Figure 1. Clock wires, drivers and flops (run 1).
The bar under the picture is 20 um long.
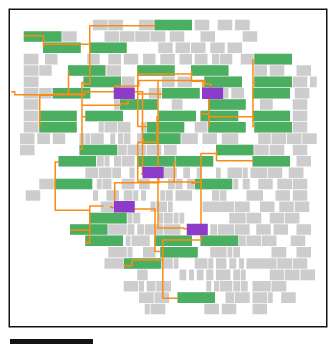
Figure 2. Placed cells, one colour a class (run 1).
The bar under the picture is 20 um long.
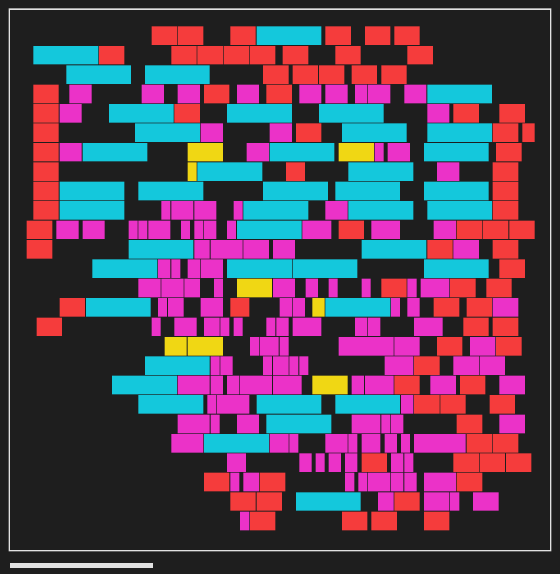
Figure 3. Clock nets (run 1).
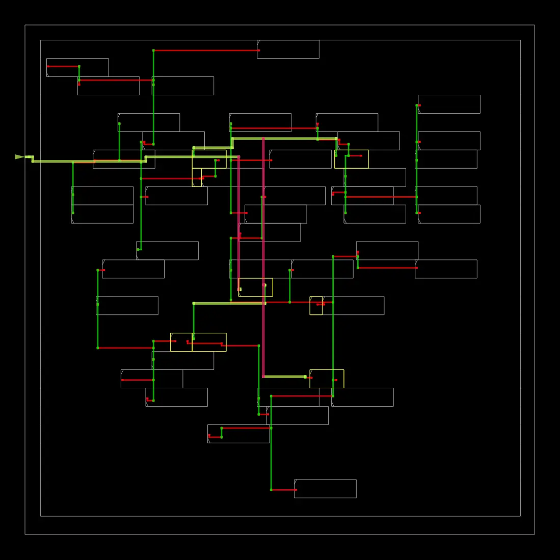
Figure 4. PDN straps and rails (run 1).
Pins as bars on the die edge. Tap cells in grey.
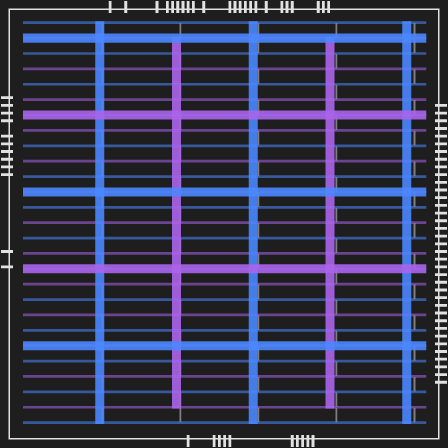
**config.mk**
```make
export PLATFORM = sky130hd
export DESIGN_NAME = fib_sched_amisha
export DESIGN_NICKNAME = d
export VERILOG_FILES = /design/src/rtl/fib_sched_pkg_amisha.sv /design/src/rtl/fib_sched_amisha_arb.sv /design/src/rtl/fib_sched_amisha.sv
export SDC_FILE = /design/constraint.sdc
export NUM_CORES = 1
export LEC_CHECK = 0
export ABC_CLOCK_PERIOD_IN_PS = 6860
export CAP_MARGIN = 15
export CORE_MARGIN = 2
export CORE_UTILIZATION = 40
export DETAILED_ROUTE_END_ITERATION = 10
export MAX_ROUTING_LAYER = met4
export PLACE_DENSITY = 0.75
export SYNTH_ARGS = -nofsm -noshare
export SYNTH_HDL_FRONTEND = slang
export SYNTH_SLANG_ARGS = --single-unit
export TNS_END_PERCENT = 10
```
**constraint.sdc**
```tcl
create_clock -name clk_amisha -period 6.86 [get_ports clk_amisha]
set_input_delay 1.372 -clock clk_amisha [delete_from_list [all_inputs] [get_ports clk_amisha]]
set_output_delay 1.372 -clock clk_amisha [all_outputs]
set_load 0.03 [all_outputs]
```
**src/rtl/fib_sched_pkg_amisha.sv**
```systemverilog
// Shared constants, state encoding and range helper for the Fibonacci job scheduler.
package fib_sched_pkg_amisha;

  localparam int NREQ     = 4;    // number of requesters
  localparam int IW       = 5;    // Fibonacci operand index width
  localparam int FW       = 20;   // Fibonacci result width
  localparam int IMAX     = 30;   // largest index whose result fits in FW bits
  localparam int TO_LIMIT = 255;  // watchdog terminal count while waiting on the FSMD
  localparam int IDW      = 2;    // requester id width
  localparam int WDW      = 8;    // watchdog width

  typedef enum logic [1:0] {
    IDLE  = 2'd0,
    ISSUE = 2'd1,
    WAIT  = 2'd2,
    RESP  = 2'd3
  } sched_state_e;

  // F(31) and above overflow the result bus, so such indices are rejected up front.
  function automatic logic idx_in_range(input logic [IW-1:0] idx);
    return (idx <= IW'(IMAX));
  endfunction

endpackage

```
**src/rtl/fib_sched_amisha_arb.sv**
```systemverilog
// Combinational round-robin arbiter: the first asserted request at or after ptr wins.
module rr_arb_amisha
  import fib_sched_pkg_amisha::*;
(
  input  logic [NREQ-1:0] req,
  input  logic [IDW-1:0]  ptr,
  output logic [IDW-1:0]  gnt_id,
  output logic            any_gnt
);

  logic [IDW-1:0] cand;

  // Scan requesters ptr, ptr+1, ... (mod NREQ) and keep the first asserted one.
  always_comb begin
    gnt_id  = '0;
    any_gnt = 1'b0;
    cand    = '0;
    for (int off = 0; off < NREQ; off++) begin
      cand = ptr + IDW'(off);
      if (!any_gnt && req[cand]) begin
        gnt_id  = cand;
        any_gnt = 1'b1;
      end
    end
  end

endmodule

```
**src/rtl/fib_sched_amisha.sv**
```systemverilog
// Arbitrates four requesters onto one shared Fibonacci FSMD, guards the job with a
// watchdog and returns the result with the served requester id.
module fib_sched_amisha
  import fib_sched_pkg_amisha::*;
(
  input  logic                 clk_amisha,
  input  logic                 reset_amisha,
  input  logic [NREQ-1:0]      req_amisha,
  input  logic [NREQ*IW-1:0]   i_req_amisha,
  output logic [NREQ-1:0]      ack_amisha,
  output logic                 done_tick_amisha,
  output logic [IDW-1:0]       done_id_amisha,
  output logic [FW-1:0]        f_amisha,
  output logic                 err_amisha,
  output logic                 fib_start_amisha,
  output logic [IW-1:0]        fib_i_amisha,
  input  logic                 fib_ready_amisha,
  input  logic                 fib_done_tick_amisha,
  input  logic [FW-1:0]        fib_f_amisha
);

  sched_state_e   state_q, state_d;
  logic [IDW-1:0] rr_ptr_q, rr_ptr_d;
  logic [IDW-1:0] id_q, id_d;
  logic [IW-1:0]  idx_q, idx_d;
  logic [WDW-1:0] wd_q, wd_d;
  logic [FW-1:0]  f_q, f_d;
  logic           err_q, err_d;
  logic [IDW-1:0] done_id_q, done_id_d;

  logic [IDW-1:0] gnt_id;
  logic           any_gnt;
  logic [IW-1:0]  gnt_idx;

  rr_arb_amisha u_arb (
    .req     (req_amisha),
    .ptr     (rr_ptr_q),
    .gnt_id  (gnt_id),
    .any_gnt (any_gnt)
  );

  assign gnt_idx = i_req_amisha[int'(gnt_id) * IW +: IW];

  // Result, id and error are only rewritten on the way into RESP, so they hold between jobs.
  assign f_amisha       = f_q;
  assign err_amisha     = err_q;
  assign done_id_amisha = done_id_q;
  assign fib_i_amisha   = idx_q;

  // State and datapath registers; reset abandons any in-flight job.
  always_ff @(posedge clk_amisha or negedge reset_amisha) begin
    if (!reset_amisha) begin
      state_q   <= IDLE;
      rr_ptr_q  <= '0;
      id_q      <= '0;
      idx_q     <= '0;
      wd_q      <= '0;
      f_q       <= '0;
      err_q     <= 1'b0;
      done_id_q <= '0;
    end else begin
      state_q   <= state_d;
      rr_ptr_q  <= rr_ptr_d;
      id_q      <= id_d;
      idx_q     <= idx_d;
      wd_q      <= wd_d;
      f_q       <= f_d;
      err_q     <= err_d;
      done_id_q <= done_id_d;
    end
  end

  // Next-state, next-datapath and Moore strobes for the scheduler FSM.
  always_comb begin
    state_d          = state_q;
    rr_ptr_d         = rr_ptr_q;
    id_d             = id_q;
    idx_d            = idx_q;
    wd_d             = wd_q;
    f_d              = f_q;
    err_d            = err_q;
    done_id_d        = done_id_q;
    fib_start_amisha = 1'b0;
    done_tick_amisha = 1'b0;
    ack_amisha       = '0;

    unique case (state_q)
      IDLE: begin
        if (fib_ready_amisha && any_gnt) begin
          id_d     = gnt_id;
          idx_d    = gnt_idx;
          rr_ptr_d = gnt_id + IDW'(1);
          if (idx_in_range(gnt_idx)) begin
            state_d = ISSUE;
          end else begin
            // Out-of-range index: answer immediately without touching the FSMD.
            f_d       = '0;
            err_d     = 1'b1;
            done_id_d = gnt_id;
            state_d   = RESP;
          end
        end
      end

      ISSUE: begin
        fib_start_amisha = 1'b1;
        wd_d             = '0;
        state_d          = WAIT;
      end

      WAIT: begin
        // A done arriving on the watchdog's last count still wins.
        if (fib_done_tick_amisha) begin
          f_d       = fib_f_amisha;
          err_d     = 1'b0;
          done_id_d = id_q;
          state_d   = RESP;
        end else if (wd_q == WDW'(TO_LIMIT)) begin
          f_d       = '0;
          err_d     = 1'b1;
          done_id_d = id_q;
          state_d   = RESP;
        end else begin
          wd_d = wd_q + WDW'(1);
        end
      end

      RESP: begin
        done_tick_amisha = 1'b1;
        ack_amisha[id_q] = 1'b1;
        state_d          = IDLE;
      end

      default: state_d = IDLE;
    endcase
  end

endmodule

```
==> results.yml, run 1 <==
# generated from flow reports
status:
  status: "complete, no violations"
grt:
  grt.overflow.total: 0
  grt_first_pass_wirelength_um: 7514
placement:
  numPortBuffers: 81
  dp_cells: 331
  dp_slack_ps: 2414
routing:
  met2_length_um: 2105
  wl_per_cell_um: 13.51
  wl_um: 4579
  top_layer: "met4"
setup_path:
  cp_slowest_cell: "a21oi_2"
  reg2reg_from: "rr_ptr_q[1]"
  critical_path_depth: 8
  startpoint_type: "input pin"
  crit_path_max_fanout: 23
  worstReg2RegEnd: "done_id_amisha[0]"
logic_synthesis:
  async_flop_share_pct: 100.0
  synth-xor-area-share_pct: 2.982
  synth_dominant_cell_count: "dfrtp_1"
  synth_nets: 237
  synth_cells: 183
  synth-edff-count: 0
  common_cells: "dfrtp_1 (42), a22o_1 (20), nand2_1 (18)"
cells_and_area:
  combGateArea_um2: 945.9
  area_growth_pct: 46.99
  nNonClkBuffers: 83
  seq_share_pct: 34.78
  finalNetCount: 322
  inverters: 8
  most-common-layout-cells: "clkdlybuf4s50_1 (80), dfrtp_1 (42), a22o_1 (20)"
floorplan:
  tap_cells: 70
  die_h_um: 75.69
  die_x_um: 75.69
  dieArea_um2: 5729
power_and_ir_drop:
  power_clock_uw: 156
  p_per_area_nw_per_um2: 407.3
  p_sw_uw: 516.8
  internal_power_uw: 713.9
  power_frac_clock_pct: 12.7
min_path:
  worstHoldEndpoint: "fib_i_amisha[0]"
clock_tree:
  clk_pin_slew_worst_paths_ps: 80
  ctsHoldBuffers: 0
final_timing:
  period_minus_slack_ps: 4078
## Picture notes: Figure 1
Key: clock wires = orange [length 509 um]; cells driving clock nets = purple [count 5]; flip-flops = green [count 42]
There are 6 routed clock nets.

## Picture notes: Figure 2
Key: all other logic = magenta [cells 136, share of their area 33%]; clock drivers and dummy loads = yellow [cells 8, share of their area 2.9%]; other buffers and delay cells = red [cells 83, share of their area 28%]; flip-flops = cyan [cells 42, share of their area 36%]

## Picture notes: Figure 3
flop count: 42
CTS sink cnt: 42

## Picture notes: Figure 4
Key: VDD = purple; VSS = blue
The core has 26 rows. 82 signal pins sit on the boundary.

--- run 2 (diff from run 1) ---
ABC_CLOCK_PERIOD_IN_PS = 3500   (was 6860)
CORE_UTILIZATION = 39   (was 40)
PLACE_DENSITY = 0.76   (was 0.75)
clock period = 3.5 ns   (was 6.86 ns; I/O delays follow)
Figure 5. Clock nets (run 2).
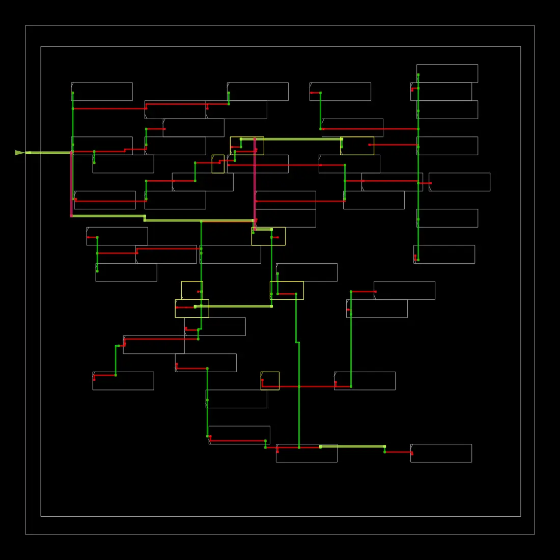
P_clk: 314 uW
TritonCTS buffer count: 5
Worst-Skew Late Latency: 290 ps
clock buffers: 5
Post-Route Skew: 9.898 ps

Figure 6. Placed cells, one colour a class (run 2).
The bar under the picture is 20 um long.
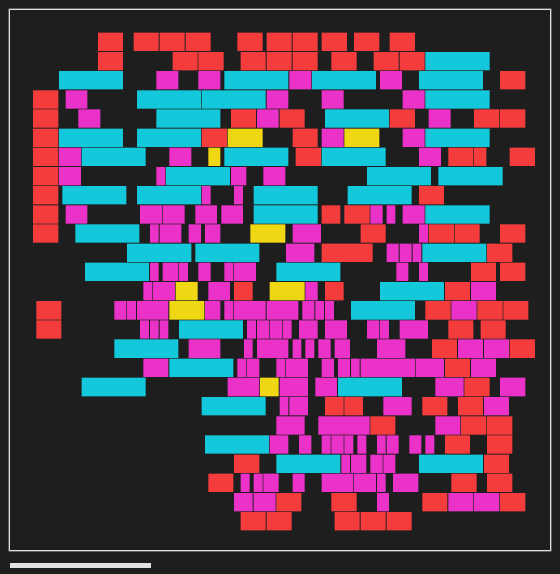
Core Util, Final: 60.07%
# rows: 26
sequential share of cell area: 34.26%
final instance area: 3068 um^2

==> results.yml, run 2 <==
# generated from flow reports
status:
  status: "complete, no violations"
floorplan:
  dieArea_um2: 5868
  die_h_um: 76.60
  tap_cells: 70
  die_x_um: 76.60
power_and_ir_drop:
  p_per_area_nw_per_um2: 797.1
  internal_power_mw: 1.423
  p_sw_mw: 1.023
  power_frac_clock_pct: 12.8
placement:
  dp_slack_ps: 110.9
  numPortBuffers: 81
logic_synthesis:
  synth-xor-area-share_pct: 2.982
  common_cells: "dfrtp_1 (42), a22o_1 (20), nand2_1 (18)"
  synth_cells: 183
  synth-edff-count: 0
  async_flop_share_pct: 100.0
  synth_nets: 237
  synth_dominant_cell_count: "dfrtp_1"
clock_tree:
  cts_tree: "built"
  clk_pin_slew_worst_paths_ps: 90
  htree_levels: 2
  clkSinkCount: 42
routing:
  met2_length_um: 2146
  top_layer: "met4"
  wl_per_cell_um: 13.55
  wl_um: 4648
setup_path:
  cp_slowest_cell: "clkdlybuf4s50_1"
  worstReg2RegEnd: "f_amisha[14]"
  crit_path_max_fanout: 21
  reg2reg_from: "rr_ptr_q[1]"
  startpoint_type: "input pin"
cells_and_area:
  most-common-layout-cells: "clkdlybuf4s50_1 (80), dfrtp_1 (42), a22o_1 (20)"
  inverters: 8
  flops: 42
  nNonClkBuffers: 87
  largest_reg_flops: 20
  area_growth_pct: 49.24
  finalNetCount: 326
  combGateArea_um2: 945.9
grt:
  grt_first_pass_wirelength_um: 7728
min_path:
  worstHoldEndpoint: "fib_i_amisha[4]"
Figure 7. Clock wires, drivers and flops (run 2).
The bar under the picture is 20 um long.
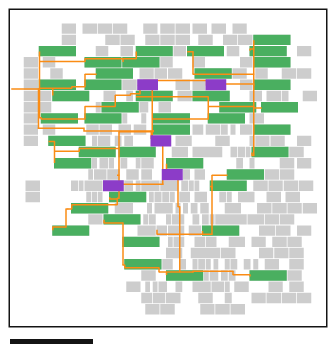
Key: flip-flops = green [count 42]; cells driving clock nets = purple [count 5]; clock wires = orange [length 502 um]
There are 6 routed clock nets.

--- run 3 (diff from run 2) ---
RECOVER_POWER = 25   (was default)
Figure 8. PDN straps and rails (run 3).
Pins as bars on the die edge. Tap cells in grey.
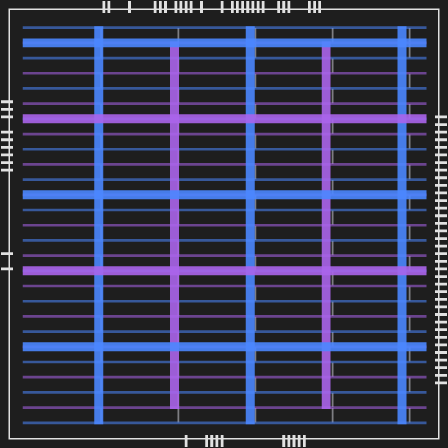
Key: VDD = purple; VSS = blue
The core has 26 rows. 5 straps on met5. 70 tap cells. 5 straps on met4. 27 met1 rails follow the rows.

Figure 9. Gate families picked out (run 3).
The bar under the picture is 20 um long.
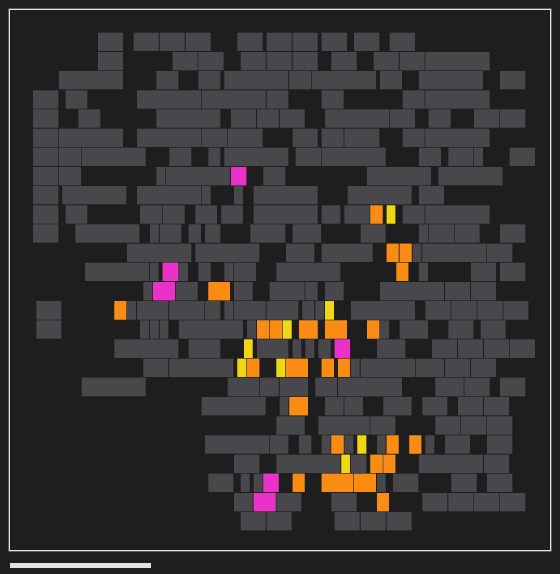
Key: inverting AOI/OAI gates = orange [cells 25, most used o21ai_0]; inverters = yellow [cells 8, most used inv_1]; AND and OR gates = magenta [cells 6, most used and3_1]

==> results.yml, run 3 <==
# generated from flow reports
cells_and_area:
  area_growth_pct: 49.18
  nNonClkBuffers: 87
  stdcell_area_um2: 3067
  finalNetCount: 326
  largest_reg_flops: 20
  finalCoreUtilization_pct: 60.04
  seq_share_pct: 34.27
  flops: 42
  inverters: 8
  clock_buffers: 5
logic_synthesis:
  async_flop_share_pct: 100.0
  synth-xor-area-share_pct: 2.982
  synth_cells: 183
  synth_dominant_cell_count: "dfrtp_1"
  synth-edff-count: 0
power_and_ir_drop:
  internal_power_mw: 1.423
  p_sw_mw: 1.023
  power_clock_uw: 314
  p_per_area_nw_per_um2: 797.4
clock_tree:
  cts_tree: "built"
  ctsHoldBuffers: 0
  clk_latency_ps: 290
  clk_pin_slew_worst_paths_ps: 90
  htree_levels: 2
  clkSinkCount: 42
  cts_buffers: 5
status:
  status: "complete, but fails checks"
  violations: "max-capacitance violations, max-slew violations"
routing:
  wl_um: 4643
  top_layer: "met4"
setup_path:
  crit_path_max_fanout: 21
  cp_slowest_cell: "clkdlybuf4s50_1"
  reg2reg_from: "rr_ptr_q[1]"
  startpoint_type: "input pin"
  worstReg2RegEnd: "f_amisha[14]"
  critical_path_depth: 9
grt:
  grt.overflow.total: 0
  grt_first_pass_wirelength_um: 7728
floorplan:
  tap_cells: 70
  die_h_um: 76.60
  dieArea_um2: 5868
min_path:
  worstHoldEndpoint: "fib_i_amisha[4]"
final_timing:
  slew_viol_final: 43
placement:
  dp_slack_ps: 110.9
job:
  drv_cap: 1
Figure 10. Clock wires, drivers and flops (run 3).
The bar under the picture is 20 um long.
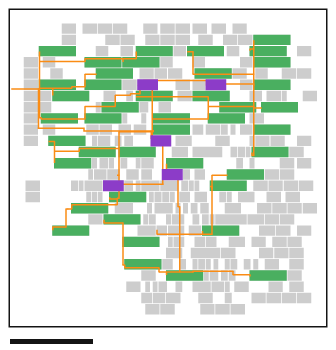
Post-Route Skew: 9.897 ps
clock network power share: 12.8%

Power and IR drop assume default switching activity.
